## src/rtl/muldiv_ctrl_if.sv

```systemverilog
// Issue/result bundle between the EX/ID stages and the multiply/divide
// sequencer. The CPU side uses the master modport, the sequencer the slave.
interface muldiv_ctrl_if #(
  parameter int WIDTH = 32
);
  logic             Start;
  logic [1:0]       Op;
  logic [WIDTH-1:0] SrcA;
  logic [WIDTH-1:0] SrcB;
  logic             Cancel;
  logic             HiWr;
  logic             LoWr;
  logic [WIDTH-1:0] WrData;
  logic             UseHiLo_ID;
  logic [WIDTH-1:0] HI;
  logic [WIDTH-1:0] LO;
  logic             Busy;
  logic             Done;
  logic             MulDiv_Stall;

  modport master (
    output Start, Op, SrcA, SrcB, Cancel, HiWr, LoWr, WrData, UseHiLo_ID,
    input  HI, LO, Busy, Done, MulDiv_Stall
  );

  modport slave (
    input  Start, Op, SrcA, SrcB, Cancel, HiWr, LoWr, WrData, UseHiLo_ID,
    output HI, LO, Busy, Done, MulDiv_Stall
  );
endinterface

```

## src/rtl/muldiv_ctrl.sv

```systemverilog
// Iterative mult/multu/div/divu sequencer owning the HI/LO registers.
// One multiplier/quotient bit per CALC cycle, sign fix-up in SIGN.
// Optional feature: define MULDIV_EARLY_EXIT_EN to skip CALC for
// zero operands (multiply by zero, or zero dividend with non-zero divisor).
module muldiv_ctrl #(
  parameter int WIDTH = 32,
  parameter int CNT_W = 6
) (
  input logic          CLK,
  input logic          RST_n,
  muldiv_ctrl_if.slave bus
);

  typedef enum logic [1:0] {IDLE, CALC, SIGN} state_t;

  state_t               state;
  logic [2*WIDTH-1:0]   accReg;      // mult: {partial sum, multiplier}; div: {remainder, quotient}
  logic [WIDTH-1:0]     operandReg;  // mult: |multiplicand|; div: |divisor|
  logic [WIDTH-1:0]     origA;       // dividend as issued, for divide-by-zero HI
  logic                 signA;
  logic                 signB;
  logic                 isDiv;
  logic                 divZero;
  logic [CNT_W-1:0]     cnt;
  logic [WIDTH-1:0]     hiReg;
  logic [WIDTH-1:0]     loReg;
  logic                 busyReg;
  logic                 doneReg;

  // Conditional two's-complement negation, operand width.
  function automatic logic [WIDTH-1:0] condNeg(input logic [WIDTH-1:0] x, input logic en);
    return en ? -x : x;
  endfunction

  // Conditional two's-complement negation, product width.
  function automatic logic [2*WIDTH-1:0] condNeg2(input logic [2*WIDTH-1:0] x, input logic en);
    return en ? -x : x;
  endfunction

  // Operand conditioning at issue: signed ops take magnitudes plus sign flags.
  logic             opSigned;
  logic             loadSignA;
  logic             loadSignB;
  logic [WIDTH-1:0] absA;
  logic [WIDTH-1:0] absB;

  assign opSigned  = ~bus.Op[0];
  assign loadSignA = opSigned & bus.SrcA[WIDTH-1];
  assign loadSignB = opSigned & bus.SrcB[WIDTH-1];
  assign absA      = condNeg(bus.SrcA, loadSignA);
  assign absB      = condNeg(bus.SrcB, loadSignB);

`ifdef MULDIV_EARLY_EXIT_EN
  logic earlyZero;
  assign earlyZero = bus.Op[1] ? ((bus.SrcA == '0) && (bus.SrcB != '0))
                               : ((bus.SrcA == '0) || (bus.SrcB == '0));
`endif

  // One iteration step: shift-add for multiply, restoring subtract for divide.
  logic [WIDTH:0]       mulSum;
  logic [WIDTH:0]       divUpper;
  logic [WIDTH-1:0]     remTrial;
  logic                 divGeq;
  logic [2*WIDTH-1:0]   accNext;

  always_comb begin
    mulSum   = {1'b0, accReg[2*WIDTH-1:WIDTH]} + (accReg[0] ? {1'b0, operandReg} : '0);
    divUpper = accReg[2*WIDTH-1:WIDTH-1];
    divGeq   = (divUpper >= {1'b0, operandReg});
    remTrial = divUpper[WIDTH-1:0] - operandReg;
    accNext  = '0;
    if (!isDiv)
      accNext = {mulSum, accReg[WIDTH-1:1]};
    else if (divGeq)
      accNext = {remTrial, accReg[WIDTH-2:0], 1'b1};
    else
      accNext = {divUpper[WIDTH-1:0], accReg[WIDTH-2:0], 1'b0};
  end

  // Sign fix-up and divide-by-zero substitution applied in SIGN.
  logic [2*WIDTH-1:0] prodFinal;
  logic [WIDTH-1:0]   resHi;
  logic [WIDTH-1:0]   resLo;

  always_comb begin
    prodFinal = condNeg2(accReg, signA ^ signB);
    resHi     = prodFinal[2*WIDTH-1:WIDTH];
    resLo     = prodFinal[WIDTH-1:0];
    if (isDiv) begin
      if (divZero) begin
        resLo = '1;
        resHi = origA;
      end else begin
        resLo = condNeg(accReg[WIDTH-1:0], signA ^ signB);
        resHi = condNeg(accReg[2*WIDTH-1:WIDTH], signA);
      end
    end
  end

  // Sequencer FSM: issue, iterate, fix up signs, and service mthi/mtlo in IDLE.
  always_ff @(posedge CLK or negedge RST_n) begin
    if (!RST_n) begin
      state      <= IDLE;
      accReg     <= '0;
      operandReg <= '0;
      origA      <= '0;
      signA      <= 1'b0;
      signB      <= 1'b0;
      isDiv      <= 1'b0;
      divZero    <= 1'b0;
      cnt        <= '0;
      hiReg      <= '0;
      loReg      <= '0;
      busyReg    <= 1'b0;
      doneReg    <= 1'b0;
    end else if (bus.Cancel) begin
      state   <= IDLE;
      busyReg <= 1'b0;
      doneReg <= 1'b0;
    end else begin
      doneReg <= 1'b0;
      unique case (state)
        IDLE: begin
          if (bus.Start) begin
            signA      <= loadSignA;
            signB      <= loadSignB;
            isDiv      <= bus.Op[1];
            divZero    <= bus.Op[1] && (bus.SrcB == '0);
            origA      <= bus.SrcA;
            operandReg <= bus.Op[1] ? absB : absA;
            accReg     <= bus.Op[1] ? {{WIDTH{1'b0}}, absA} : {{WIDTH{1'b0}}, absB};
            cnt        <= '0;
            busyReg    <= 1'b1;
`ifdef MULDIV_EARLY_EXIT_EN
            if (earlyZero) begin
              accReg <= '0;
              state  <= SIGN;
            end else begin
              state  <= CALC;
            end
`else
            state      <= CALC;
`endif
          end else begin
            if (bus.HiWr) hiReg <= bus.WrData;
            if (bus.LoWr) loReg <= bus.WrData;
          end
        end
        CALC: begin
          accReg <= accNext;
          cnt    <= cnt + CNT_W'(1);
          if (cnt == CNT_W'(WIDTH - 1)) state <= SIGN;
        end
        SIGN: begin
          hiReg   <= resHi;
          loReg   <= resLo;
          doneReg <= 1'b1;
          busyReg <= 1'b0;
          state   <= IDLE;
        end
        default: begin
          state   <= IDLE;
          busyReg <= 1'b0;
        end
      endcase
    end
  end

  assign bus.HI           = hiReg;
  assign bus.LO           = loReg;
  assign bus.Busy         = busyReg;
  assign bus.Done         = doneReg;
  assign bus.MulDiv_Stall = bus.UseHiLo_ID & (busyReg | bus.Start);

endmodule

```

## src/flat_wrapper.sv

```systemverilog
// flat-port wrapper written by rule: the top's interface ports become plain ports
module muldiv_ctrl_flat 
#(
  parameter int WIDTH = 32,
  parameter int CNT_W = 6
)
  (CLK, RST_n, bus_Start, bus_Op, bus_SrcA, bus_SrcB, bus_Cancel, bus_HiWr, bus_LoWr, bus_WrData, bus_UseHiLo_ID, bus_HI, bus_LO, bus_Busy, bus_Done, bus_MulDiv_Stall);
  muldiv_ctrl_if #(.WIDTH(WIDTH)) bus_i ();
  input logic CLK;
  input logic RST_n;
  input wire logic [$bits(bus_i.Start)-1:0] bus_Start;
  input wire logic [$bits(bus_i.Op)-1:0] bus_Op;
  input wire logic [$bits(bus_i.SrcA)-1:0] bus_SrcA;
  input wire logic [$bits(bus_i.SrcB)-1:0] bus_SrcB;
  input wire logic [$bits(bus_i.Cancel)-1:0] bus_Cancel;
  input wire logic [$bits(bus_i.HiWr)-1:0] bus_HiWr;
  input wire logic [$bits(bus_i.LoWr)-1:0] bus_LoWr;
  input wire logic [$bits(bus_i.WrData)-1:0] bus_WrData;
  input wire logic [$bits(bus_i.UseHiLo_ID)-1:0] bus_UseHiLo_ID;
  output wire logic [$bits(bus_i.HI)-1:0] bus_HI;
  output wire logic [$bits(bus_i.LO)-1:0] bus_LO;
  output wire logic [$bits(bus_i.Busy)-1:0] bus_Busy;
  output wire logic [$bits(bus_i.Done)-1:0] bus_Done;
  output wire logic [$bits(bus_i.MulDiv_Stall)-1:0] bus_MulDiv_Stall;
  assign bus_i.Start = bus_Start;
  assign bus_i.Op = bus_Op;
  assign bus_i.SrcA = bus_SrcA;
  assign bus_i.SrcB = bus_SrcB;
  assign bus_i.Cancel = bus_Cancel;
  assign bus_i.HiWr = bus_HiWr;
  assign bus_i.LoWr = bus_LoWr;
  assign bus_i.WrData = bus_WrData;
  assign bus_i.UseHiLo_ID = bus_UseHiLo_ID;
  assign bus_HI = bus_i.HI;
  assign bus_LO = bus_i.LO;
  assign bus_Busy = bus_i.Busy;
  assign bus_Done = bus_i.Done;
  assign bus_MulDiv_Stall = bus_i.MulDiv_Stall;
  muldiv_ctrl #(.WIDTH(WIDTH), .CNT_W(CNT_W)) u_core (.CLK(CLK), .RST_n(RST_n), .bus(bus_i));
endmodule
```

## config.mk

```make
export PLATFORM = sky130hd
export DESIGN_NAME = muldiv_ctrl_flat
export DESIGN_NICKNAME = d
export VERILOG_FILES = /design/src/rtl/muldiv_ctrl_if.sv /design/src/rtl/muldiv_ctrl.sv /design/src/flat_wrapper.sv
export SDC_FILE = /design/constraint.sdc
export NUM_CORES = 1
export LEC_CHECK = 0
export ABC_AREA = 1
export CORE_MARGIN = 8
export CORE_UTILIZATION = 24
export CTS_BUF_LIST = sky130_fd_sc_hd__clkbuf_4 sky130_fd_sc_hd__clkbuf_8 sky130_fd_sc_hd__clkbuf_16
export CTS_CLUSTER_DIAMETER = 100
export DETAILED_ROUTE_END_ITERATION = 10
export PLACE_DENSITY = 0.41
export SLEW_MARGIN = 10
export SYNTH_ARGS = -nofsm -noshare
export SYNTH_HDL_FRONTEND = slang
export SYNTH_SLANG_ARGS = --single-unit
export TNS_END_PERCENT = 1
```

## constraint.sdc

```tcl
create_clock -name CLK -period 8.58 [get_ports CLK]
set_clock_uncertainty 0.1 [all_clocks]
set_input_delay 1.287 -clock CLK [delete_from_list [all_inputs] [get_ports CLK]]
set_output_delay 1.287 -clock CLK [all_outputs]
set_load 0.01 [all_outputs]
```

==> run summary, run 1 <==
fresh numbers from the pnr run: status=completed, count of library flops with an enable pin=0, ys cells=3,550, Mapped Area=20,500 sq um, most frequent cells after synthesis=1,082 x nand2_1, 513 x nor2_1, 419 x inv_1, 302 x nand3_1, 261 x a21oi_1, post-cts sizing count=0, CP Data Arrival Time=4.50 ns, vias in the first global route=22.9k, post-synthesis register bit count=206, Setup Buffers After CTS=0, XOR Share, Synth=2.48%, H-Tree Depth=1, layout cells sized above 1=3.77%, Core Area=84,900 sq um, CTS max path bufs=3, global placer's final weighted congestion=0.958, largest net degree at the start of global routing=102, io pins=172, area grow syn2layout=18.3%, Synth top cell by count=nand2_1, critical path, cell by cell=clkdlybuf4s50_1, nand2_1, nor2_4, nor2_4, buf_4, inv_2, and3_1, nand2_1, o21ai_0, a21oi_1, FA/HA/MAJ Cells, Area Fraction=4.41%, clk sinks=206, vias per std cell=4.97, final instance area=24,200 sq um, Latency at later pin=0.60 ns, fmax=0.243 GHz, Inserted Diodes=0, Area after DPL=23,300 sq um, CTS Hold Bufs=0, slowest stage delay, CP=0.85 ns, CTS tree=yes, Setup CP Type=in2reg, Synthesis Warnings=0, sequential area share after synthesis=25.2%, minimum clock period=4.12 ns, MUX area fraction=0%, die width=308 microns, WL per Instance=22.7 microns, PD cells=304 nW/um^2, maximum fanout along the worst path=63, Die Ht=308 microns, post-synth top area share=25.2%, Leakage=11.6 nW, final setup vio count=0, max_slew headroom=26.4%, highest-delay cell along the critical path=inv_2, nets@finish=3,818, max-cap check violation count=0, Detailed Route Iter0 Violations=2,332, Post-Syn Area per Cell=5.76 sq um, tool warnings=28, DPL Wire Length=88,800 microns, Cell Type Count=49, Area contributors post-synth=dfrtp_1 25%, nand2_1 20%, nor2_1 9.4%, inv_1 7.7%, nand3_1 7.4%, worst-margin pin slew=1.10 ns, CTS clk-pin slew, worst paths=0.06 ns, syn_nets=3,726, global-route wire length before repair=158,000 microns, synthesized instance count=3,550, type of the tightest min-delay check=reg2reg, GRT overflow=0, vias=23.9k, ANT nets after route=0, DR pass1 iterations=6, PortBufs=171, DRT Wirelength=109,000 microns, row cnt=107, Synth logic family=simple AND/OR/NAND/NOR gates, CP Launch Type=primary input, total negative slack=0 ns, simple share=41.0%, worst endpoint required time=8.96 ns, fin. max-slew vios=0, yosys synthesis chip area=20,500 sq um, drc violations=0, Dominant flop cell=dfrtp_1, Hold Vio Cnt, Final=0, Synth area leader=dfrtp_1, chip footprint=94,900 sq um, initial antenna violation count=0, crit share post-route=48.1%, asr flop ratio synth=100%, Core Density at Floorplan=24.1%, total CTS buffers=28, compound-gate portion of the synthesized area=16.2%, Peak VDD IR=154 uV, CP Capture Type=flop, clock root cell=clkbuf_16, RSZ-0062 raised after global routing=false, gr usage total=22.3%
[run 1: final cells by class]
class                           count  area [sq um]
Fill cell                        9769         60700
Multi-Input combinational cell   2779         13200
Sequential cell                   206          5160
Timing Repair Buffer              198          1920
Inverter                          429          1610
Tap cell                         1144          1430
Clock buffer                       41           848
Clock inverter                     10          87.6
[run 1: report_power, final]
group	leakage (nW)	internal [W]	switching, W
logic	8.68	0.00138	0.00304
registers	2.46	0.00122	0.000524
clock network	0.465	0.000687	0.000504
total	11.6	0.00329	0.00407
[run 1: cell families after synthesis]
logic type	after synthesis
simple gates	2037
compound gates	613
buf+inv	565
flops	206
fa+ha+maj	71
xor+xnor	58
[run 1: state kept, by name, summed over array words and instances, names as in the netlist, 2 cells and up]
register / count
u_core.accReg: 64
u_core.bus.HI: 32
u_core.bus.LO: 32
u_core.cnt: 6
u_core.operandReg: 32
u_core.origA: 32
u_core.state: 2
[run 1: cells in the final DEF, fill, tap and decap left out, types with 5 or more instances in the layout]
cell type,count
nand2_1,1081
nor2_1,509
inv_1,417
nand3_1,302
a21oi_1,261
o21ai_0,226
dfrtp_1,205
clkdlybuf4s50_1,170
ha_1,69
nand4_1,47
xor2_1,46
nor3_1,34
o211ai_1,28
clkbuf_16,28
buf_4,27
o21ai_1,26
nor2_2,19
a31oi_1,19
nand3b_1,13
o221ai_1,13
xnor2_1,12
inv_2,8
nand2_2,8
clkbuf_8,8
nor2_4,7
a22oi_1,7
a21o_1,7
clkinv_2,6
or2_2,6
o21bai_1,6
o22ai_1,5
clkbuf_4,5
[run 1: routing by layer]
metal	global-route usage [%]	wire, microns
met5	0	0
met1	31.1	50200
met2	35.0	48000
met3	3.70	7320
met4	6.61	3640
[run 1: path summary, 6_finish.rpt]
path	cells after the start	start	slack, ns	to
max in group asynchronous	2	RST_n	6.33	u_core.bus.HI[17]
worst max-delay path	10	bus_Start	4.46	u_core.cnt[5]
worst min register to register	2	u_core.origA[10]	0.37	u_core.origA[10]
worst min-delay path	2	u_core.origA[10]	0.37	u_core.origA[10]
worst max register to register	11	u_core.signA	4.55	u_core.bus.LO[16]
min in group asynchronous	1	RST_n	0.65	u_core.operandReg[31]
[run 1: worst max-delay path, delay by kind of cell]
family | cells | cell delay [ns]
compound gates | 2 | 0.23
buf+inv | 3 | 1.74
simple gates | 5 | 1.15
[run 1: stage by stage]
stage	hold WS (ns)	power [W]	instances	utilization, %	setup slack [ns]
CTS	0.379	0.00734	4807	28.5	4.53
detailed placement	0.365	0.00611	4756	27.4	3.91
global placement	0.358	0.00614	4756	27.4	3.88
floorplan	0.343	0.00437	3550	-	5.71
global route	0.425	0.00792	4807	28.5	4.27
finish	0.372	0.00736	4807	28.5	4.46
**Run 1: the metal 1 layer**

Bar = 100 microns. Supply wires on this layer in grey.
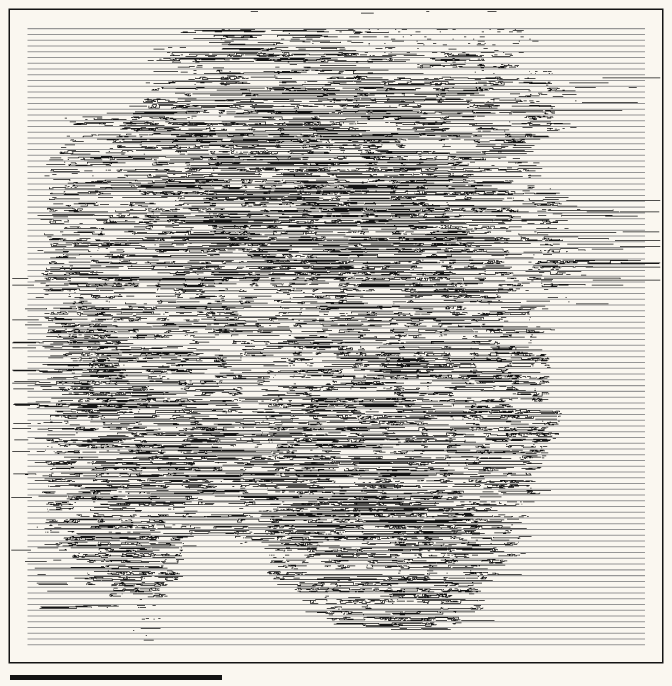
The wires run mostly horizontal. The layer carries 50.2 mm of wire. The longest straight run is 129 microns. The layer holds 46% of the routed length.

**Run 1: the metal 2 layer**

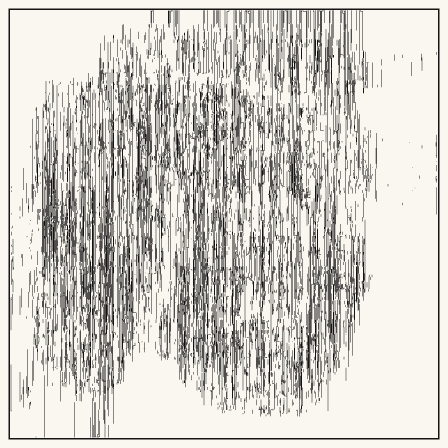
The longest straight run is 121 microns. 2,925 nets have wire on it.

**Run 1: the metal 3 layer**

Bar = 100 microns.
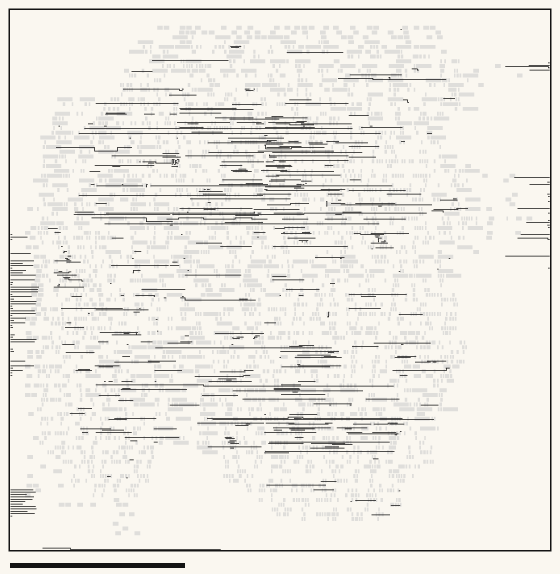
The layer holds 6.7% of the routed length. The wires run mostly horizontal. The layer carries 7,320 microns of wire.

**Run 1: clock nets**

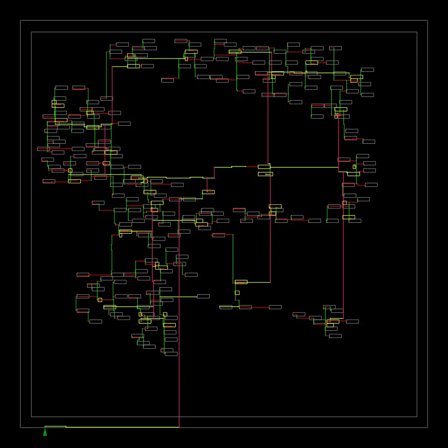

## Run 2: what changed since run 1
Clock period 8.58 ns to 3.92 ns, I/O delays scaled along.
**Run 2: clock nets**

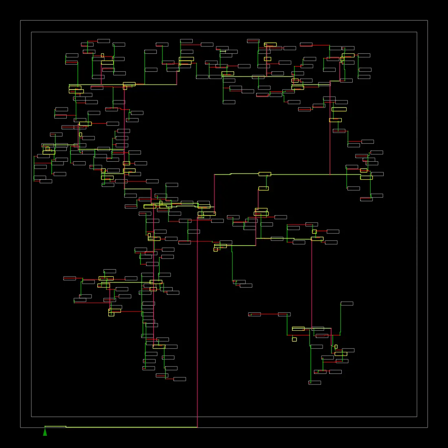
total CTS buffers: 29
Clock Buffer Count: 36
clk sinks: 206
Latency at later pin: 0.60 ns

**Run 2: metal 4**

Supply wires on this layer in grey.
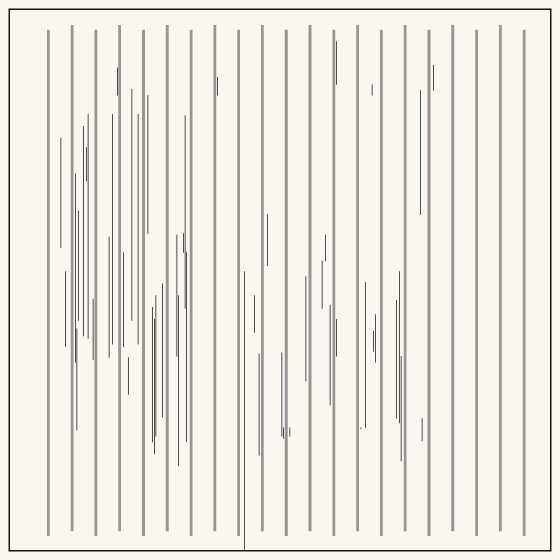
The layer carries 2,950 microns of wire. The layer holds 2.6% of the routed length.

**Run 2: the metal 1 layer**

Bar = 100 microns. Supply wires on this layer in grey.
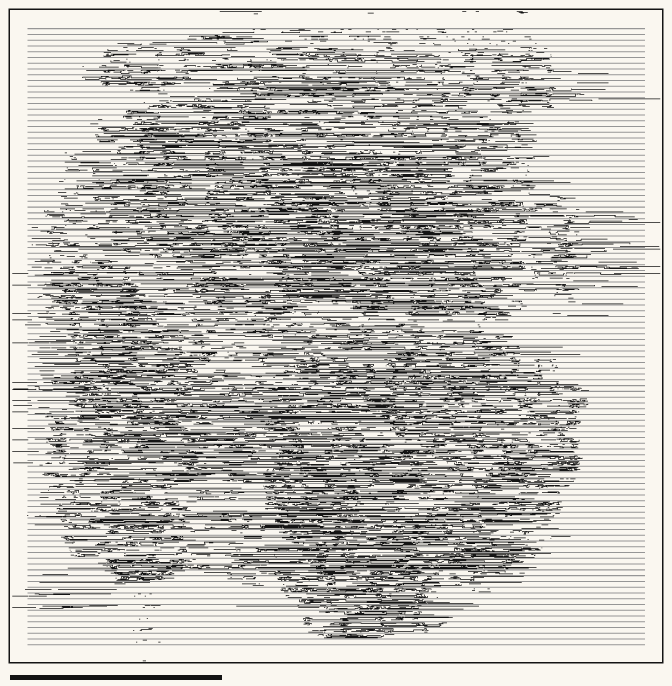
The layer carries 52.4 mm of wire. The wires run mostly horizontal. The longest straight run is 103 microns. The layer holds 46% of the routed length. 3,692 nets have wire on it.

==> run summary, run 2 <==
fresh numbers from the pnr run: status=completed, Final Non-Filler Cells=4,862, tool warnings=26, vias=24.3k, CP Launch Type=flop, global-route wire length before repair=164,000 microns, DRT Wirelength=113,000 microns, dominant logic cell types in the final layout=1,081 x nand2_1, 509 x nor2_1, 417 x inv_1, post-synthesis register bit count=206, most frequent cells after synthesis=1,082 x nand2_1, 513 x nor2_1, 419 x inv_1, 302 x nand3_1, 261 x a21oi_1, Placed Cells=4,807, CTS clk-pin slew, worst paths=0.06 ns, Synth top cell by count=nand2_1, FA/HA/MAJ Cells, Area Fraction=4.41%, XOR Share, Synth=2.48%, total negative slack=0 ns, synthesized instance count=3,550, Mapped Area=20,500 sq um, die width=308 microns, gr usage total=23.1%, PD cells=687 nW/um^2, CTS max path bufs=3, yosys synthesis chip area=20,500 sq um, Area contributors post-synth=dfrtp_1 25%, nand2_1 20%, nor2_1 9.4%, inv_1 7.7%, nand3_1 7.4%, Inserted Diodes=0, area grow syn2layout=21.3%, MUX area fraction=0%, row cnt=107, CP Data Arrival Time=3.47 ns, io pins=172, most common logic cell in the routed design=nand2_1, WHS Path Cells=2, maximum fanout along the worst path=31, Leakage=12.0 nW, worst-margin pin slew=1.02 ns, drc violations=0, vias in the first global route=23.3k, filler cell count=9,800, Synth logic family=simple AND/OR/NAND/NOR gates, largest net degree at the start of global routing=75, Core Area=84,900 sq um, GRT overflow=0, CP Capture Type=flop, simple share=41.0%, asr flop ratio synth=100%, Final Util=29.2%, fin worst setup slack=0.836 ns, vias per std cell=4.99, CTS tree=yes, worst slack, placed=0.762 ns, Die Ht=308 microns, Dominant flop cell=dfrtp_1, number of flip-flops under the largest register name=64, final setup vio count=0, nets@finish=3,871, H-Tree Depth=1, ys cells=3,550, Synthesis Warnings=0, chip footprint=94,900 sq um, Synth area leader=dfrtp_1, layout cells sized above 1=5.16%, clock root cell=clkbuf_16, max-cap check violation count=0, RSZ-0062 raised after global routing=false, Core Density at Floorplan=24.1%, count of library flops with an enable pin=0, sequential area share after synthesis=25.2%, Setup Buffers After CTS=0, syn_nets=3,726, Hold WS=0.385 ns, Cell Type Count=49, max_slew headroom=31.8%, compound-gate portion of the synthesized area=16.2%, post-synth top area share=25.2%, PortBufs=171, minimum clock period=3.08 ns, Detailed Route Iter0 Violations=2,200, fmax=0.324 GHz, Post-Syn Area per Cell=5.76 sq um, crit share post-route=78.7%, type of the tightest min-delay check=reg2reg, global placer's final weighted congestion=0.987, r2r worst-path depth=13, DPL Wire Length=93,000 microns, ANT nets after route=0, worst endpoint required time=4.30 ns, Reg with most FFs=u_core.accReg, DR pass1 iterations=8, initial antenna violation count=4, WL per Instance=23.3 microns, Peak VDD IR=361 uV, Hold Vio Cnt, Final=0, Setup CP Type=reg2reg, fin. max-slew vios=0
## run 2: cell counts after synthesis
Identical to the previous run, type by type.
## run 2: layout make-up
class,instances,area (sq um),share of cell area (%)
Multi-Input combinational cell,2779,13200,53.0
Sequential cell,206,5160,20.8
Timing Repair Buffer,250,2390,9.62
Inverter,429,1610,6.49
Tap cell,1144,1430,5.77
Clock buffer,36,810,3.26
Clock inverter,18,259,1.04
## run 2: through the flow
step           power, W  cell area (sq um)
2_1_floorplan   0.00958              20500
3_3_place_gp     0.0140              23700
3_5_place_dp     0.0139              23700
4_1_cts          0.0170              24800
5_1_grt          0.0182              24800
6_report         0.0171              24800
## run 2: logic make-up (layout without fill, tap and decap cells)
kind of cell,after synthesis,count (layout)
buffers and inverters,565,733
DFF,206,206
adders and majority gates,71,71
xor gates and xnor gates,58,58
AOI/OAI and AO/OA,613,613
and+or+nand+nor,2037,2037
## run 2: per-layer routing
| metal | global-route usage [%] | wire [microns] | part of all wire (%) | vias up |
|---|---|---|---|---|
| li1 | - | - | - | 11800 |
| met4 | 5.58 | 2950 | 2.6 | 2 |
| met1 | 32.4 | 52400 | 46 | 11600 |
| met5 | 0 | 13 | 0.011 | - |
| met3 | 3.55 | 7390 | 6.5 | 111 |
| met2 | 36.8 | 50500 | 45 | 815 |
## run 2: timing repair
item                                   in CTS  in global routing
hold buffers                                1                  0
endpoints found under the hold margin      68                  0
gates resized                               0                  0
## run 2: power by group
group          internal (W)  switching, W  leakage [nW]
registers           0.00268      0.000712          2.46
logic               0.00330       0.00739          8.96
clock network       0.00181       0.00116         0.528
## run 2: worst paths after layout
check / slack, ns / endpoint / start
worst max-delay path: 0.84 / u_core.accReg[48] / u_core.accReg[0]
worst min-delay path: 0.39 / u_core.origA[24] / u_core.origA[24]
worst max register to register: 0.84 / u_core.accReg[48] / u_core.accReg[0]
worst min register to register: 0.39 / u_core.origA[24] / u_core.origA[24]
max in group asynchronous: 2.42 / u_core.bus.HI[21] / RST_n
min in group asynchronous: 0.43 / u_core.operandReg[11] / RST_n
## run 2: worst max-delay path, stage by stage, from the launching register on
cell and delay, ns:
dfrtp_1 0.39, buf_4 0.24, nand2_1 0.15, inv_1 0.10, ha_1 0.37, nand2_1 0.13
nor2_1 0.14, inv_1 0.10, nor2_1 0.39, nand4_1 0.33, nand4_1 0.19, nand3_1 0.13
nand4_1 0.12, nand2_1 0.05
**Run 2: the metal 2 layer**

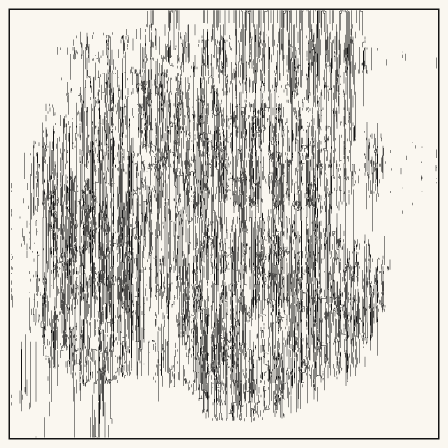

## Run 3: what changed since run 2
Clock period 3.92 ns to 3.2 ns, I/O delays scaled along.
**Run 3: the metal 2 layer**

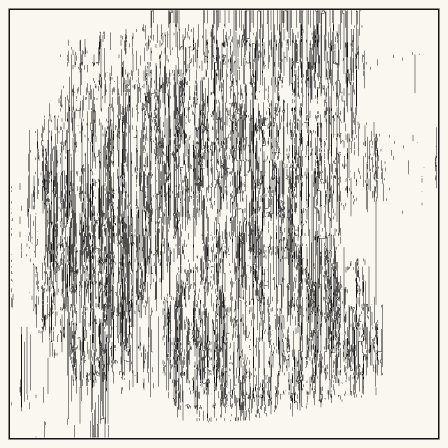
3,033 nets have wire on it. The wires run mostly vertical. The longest straight run is 119 microns. The layer holds 43% of the routed length.

**Run 3: clock nets**

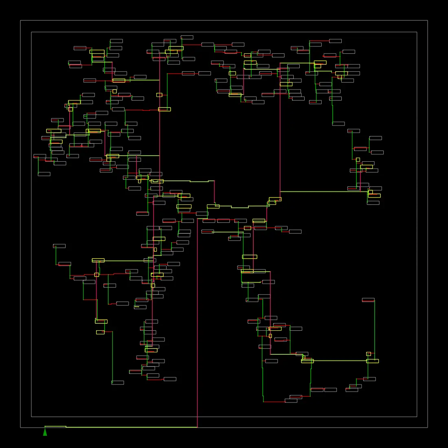
Power Clock: 0.00373 W
total CTS buffers: 30
Seq Cell Count: 206

**Run 3: metal 4**

Supply wires on this layer in grey.
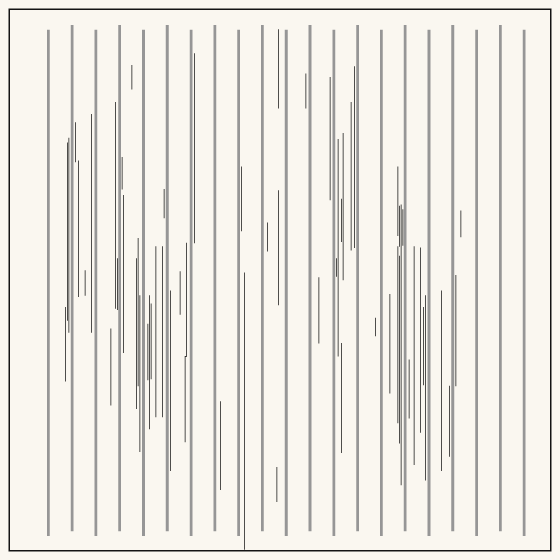
45 nets have wire on it. The wires run mostly vertical. The layer carries 3,940 microns of wire. The layer holds 3.5% of the routed length. The longest straight run is 160 microns.

==> run summary, run 3 <==
fresh numbers from the pnr run: status=completed, Latency at later pin=0.60 ns, Core Area=84,900 sq um, PD cells=836 nW/um^2, RR Endpoint=u_core.accReg[60], DR pass1 iterations=5, CTS max path bufs=3, DRT Wirelength=113,000 microns, most frequent CP cell=nand2_1, CTS tree=yes, minimum clock period=3.00 ns, Hold Vio Cnt, Final=0, Peak VDD IR=454 uV, largest net degree at the start of global routing=96, sequential area share after synthesis=25.2%, worst reg2reg startpoint=u_core.accReg[0], Setup Buffers After CTS=0, syn_nets=3,726, Mapped Area=20,500 sq um, Post-Syn Area per Cell=5.76 sq um, Final Non-Filler Cells=4,935, Setup CP Type=reg2reg, r2r worst-path depth=15, Placed Cells=4,877, Detailed Route Iter0 Violations=2,214, critical path, cell by cell=buf_12, nand2_1, inv_1, ha_1, nand2_1, nand2_1, o21bai_1, a21oi_1, nor2_1, nor2_1, nand2_1, nand2_1, nand3_1, nand3_1, nand2_1, Die Ht=308 microns, chip footprint=94,900 sq um, RSZ-0062 raised after global routing=false, slowest stage delay, CP=0.48 ns, vias per std cell=4.93, worst endpoint required time=3.59 ns, CTS clk-pin slew, worst paths=0.06 ns, DPL Wire Length=93,000 microns, Cell Type Count=49, CP Capture Type=flop, vias in the first global route=23.5k, CP Data Arrival Time=3.39 ns, Synthesis Warnings=0, WL per Instance=22.8 microns, most frequent cells after synthesis=1,082 x nand2_1, 513 x nor2_1, 419 x inv_1, 302 x nand3_1, 261 x a21oi_1, nets@finish=3,942, Core Density at Floorplan=24.1%, total power=0.0212 W, GRT overflow=0, post-synth top area share=25.2%, synthesized instance count=3,550, area grow syn2layout=24.2%, fin. max-slew vios=0, clock root cell=clkbuf_16, final setup vio count=0, fmax=0.333 GHz, ANT nets after route=0, max_slew headroom=31.6%, gr usage total=23.1%, global placer's final weighted congestion=0.981, crit share post-route=93.9%, type of the tightest min-delay check=in2async, Reg with most FFs=u_core.accReg, global-route wire length before repair=164,000 microns, PortBufs=171, post-synthesis register bit count=206, worst-margin pin slew=1.02 ns, dominant logic cell types in the final layout=1,081 x nand2_1, 509 x nor2_1, 417 x inv_1, filler cell count=9,830, CP Launch Type=flop, Synth area leader=dfrtp_1, initial antenna violation count=0, asr flop ratio synth=100%, drc violations=0, Synth top cell by count=nand2_1, Gate Area=13,200 sq um, number of flip-flops under the largest register name=64, die width=308 microns, Reg area=5160 sq um, vias=24.3k, total negative slack=0 ns, H-Tree Depth=1, Dominant flop cell=dfrtp_1, max-cap check violation count=0, clk sinks=206, ys cells=3,550, Leakage=12.3 nW, io pins=172, crit path from=u_core.accReg[0], count of library flops with an enable pin=0, row cnt=107, tool warnings=26, yosys synthesis chip area=20,500 sq um, highest-delay cell along the critical path=dfrtp_1, maximum fanout along the worst path=19, most common logic cell in the routed design=nand2_1, layout cells sized above 1=6.97%, reg2reg setup slack=0.20 ns, Area contributors post-synth=dfrtp_1 25%, nand2_1 20%, nor2_1 9.4%, inv_1 7.7%, nand3_1 7.4%
==> run 3: cell families (layout without fill, tap and decap cells) <==
family	after synthesis	count (layout)	synth area share (%)
other	0	1	0
adder cells (fa/ha/maj)	71	71	4.41
XOR/XNOR	58	58	2.48
AND/OR/NAND/NOR	2037	2037	41.0
buffers and inverters	565	805	10.7
flip-flops	206	206	25.2
AND-OR/OR-AND	613	613	16.2
==> run 3: worst max-delay path by stage <==
stage | to | cells past startpoint
floorplan | u_core.accReg[63] | 20
global placement | u_core.accReg[6] | 10
detailed placement | u_core.accReg[6] | 10
CTS | u_core.accReg[60] | 14
global route | u_core.accReg[42] | 15
finish | u_core.accReg[60] | 15
==> run 3: worst max-delay path, delay by kind of cell (launching register included) <==
family / cells / cell delay [ns]
AND-OR/OR-AND: 2 / 0.57
AND/OR/NAND/NOR: 10 / 1.10
flip-flops: 1 / 0.48
buffers and inverters: 2 / 0.28
adder cells (fa/ha/maj): 1 / 0.34
==> run 3: where the power goes <==
| group | internal [W] | leakage, nW | switching (W) | total [W] |
|---|---|---|---|---|
| combinational | 0.00438 | 9.32 | 0.00903 | 0.0134 |
| sequential | 0.00329 | 2.46 | 0.000817 | 0.00410 |
| clock | 0.00225 | 0.540 | 0.00147 | 0.00373 |
==> run 3: metrics by stage <==
step | instance area, sq um | worst slack [ns] | hold slack, ns | util (%)
5_1_grt | 25400 | 0.0600 | 0.386 | 29.9
4_1_cts | 25400 | 0.263 | 0.341 | 29.9
3_5_place_dp | 24300 | 0.166 | 0.368 | 28.6
2_1_floorplan | 20500 | 0.515 | 0.0844 | -
6_report | 25400 | 0.197 | 0.338 | 30.0
3_3_place_gp | 24300 | 0.192 | 0.359 | 28.6
==> run 3: per-layer routing <==
metal / global-route usage (%) / routed length, microns
met1: 32.8 / 52900
met2: 35.8 / 48800
met3: 3.41 / 7090
met4: 6.97 / 3940
met5: 0 / 0
==> run 3: final cells by class <==
| class | instances | area share (%) |
|---|---|---|
| tap | 1144 | 5.63 |
| inverter | 429 | 6.34 |
| sequential | 206 | 20.3 |
| antenna | 1 | 0.00984 |
| timing repair buffer | 320 | 11.7 |
| clock inverter | 20 | 1.09 |
| multi-input combinational | 2779 | 51.8 |
| clock buffer | 36 | 3.23 |
==> run 3: repair_timing <==
action	4_1_cts	5_1_grt
hold endpoints to repair	56	0
resized	0	0
hold buffers	1	0
Power is estimated from default activity; no workload was simulated.
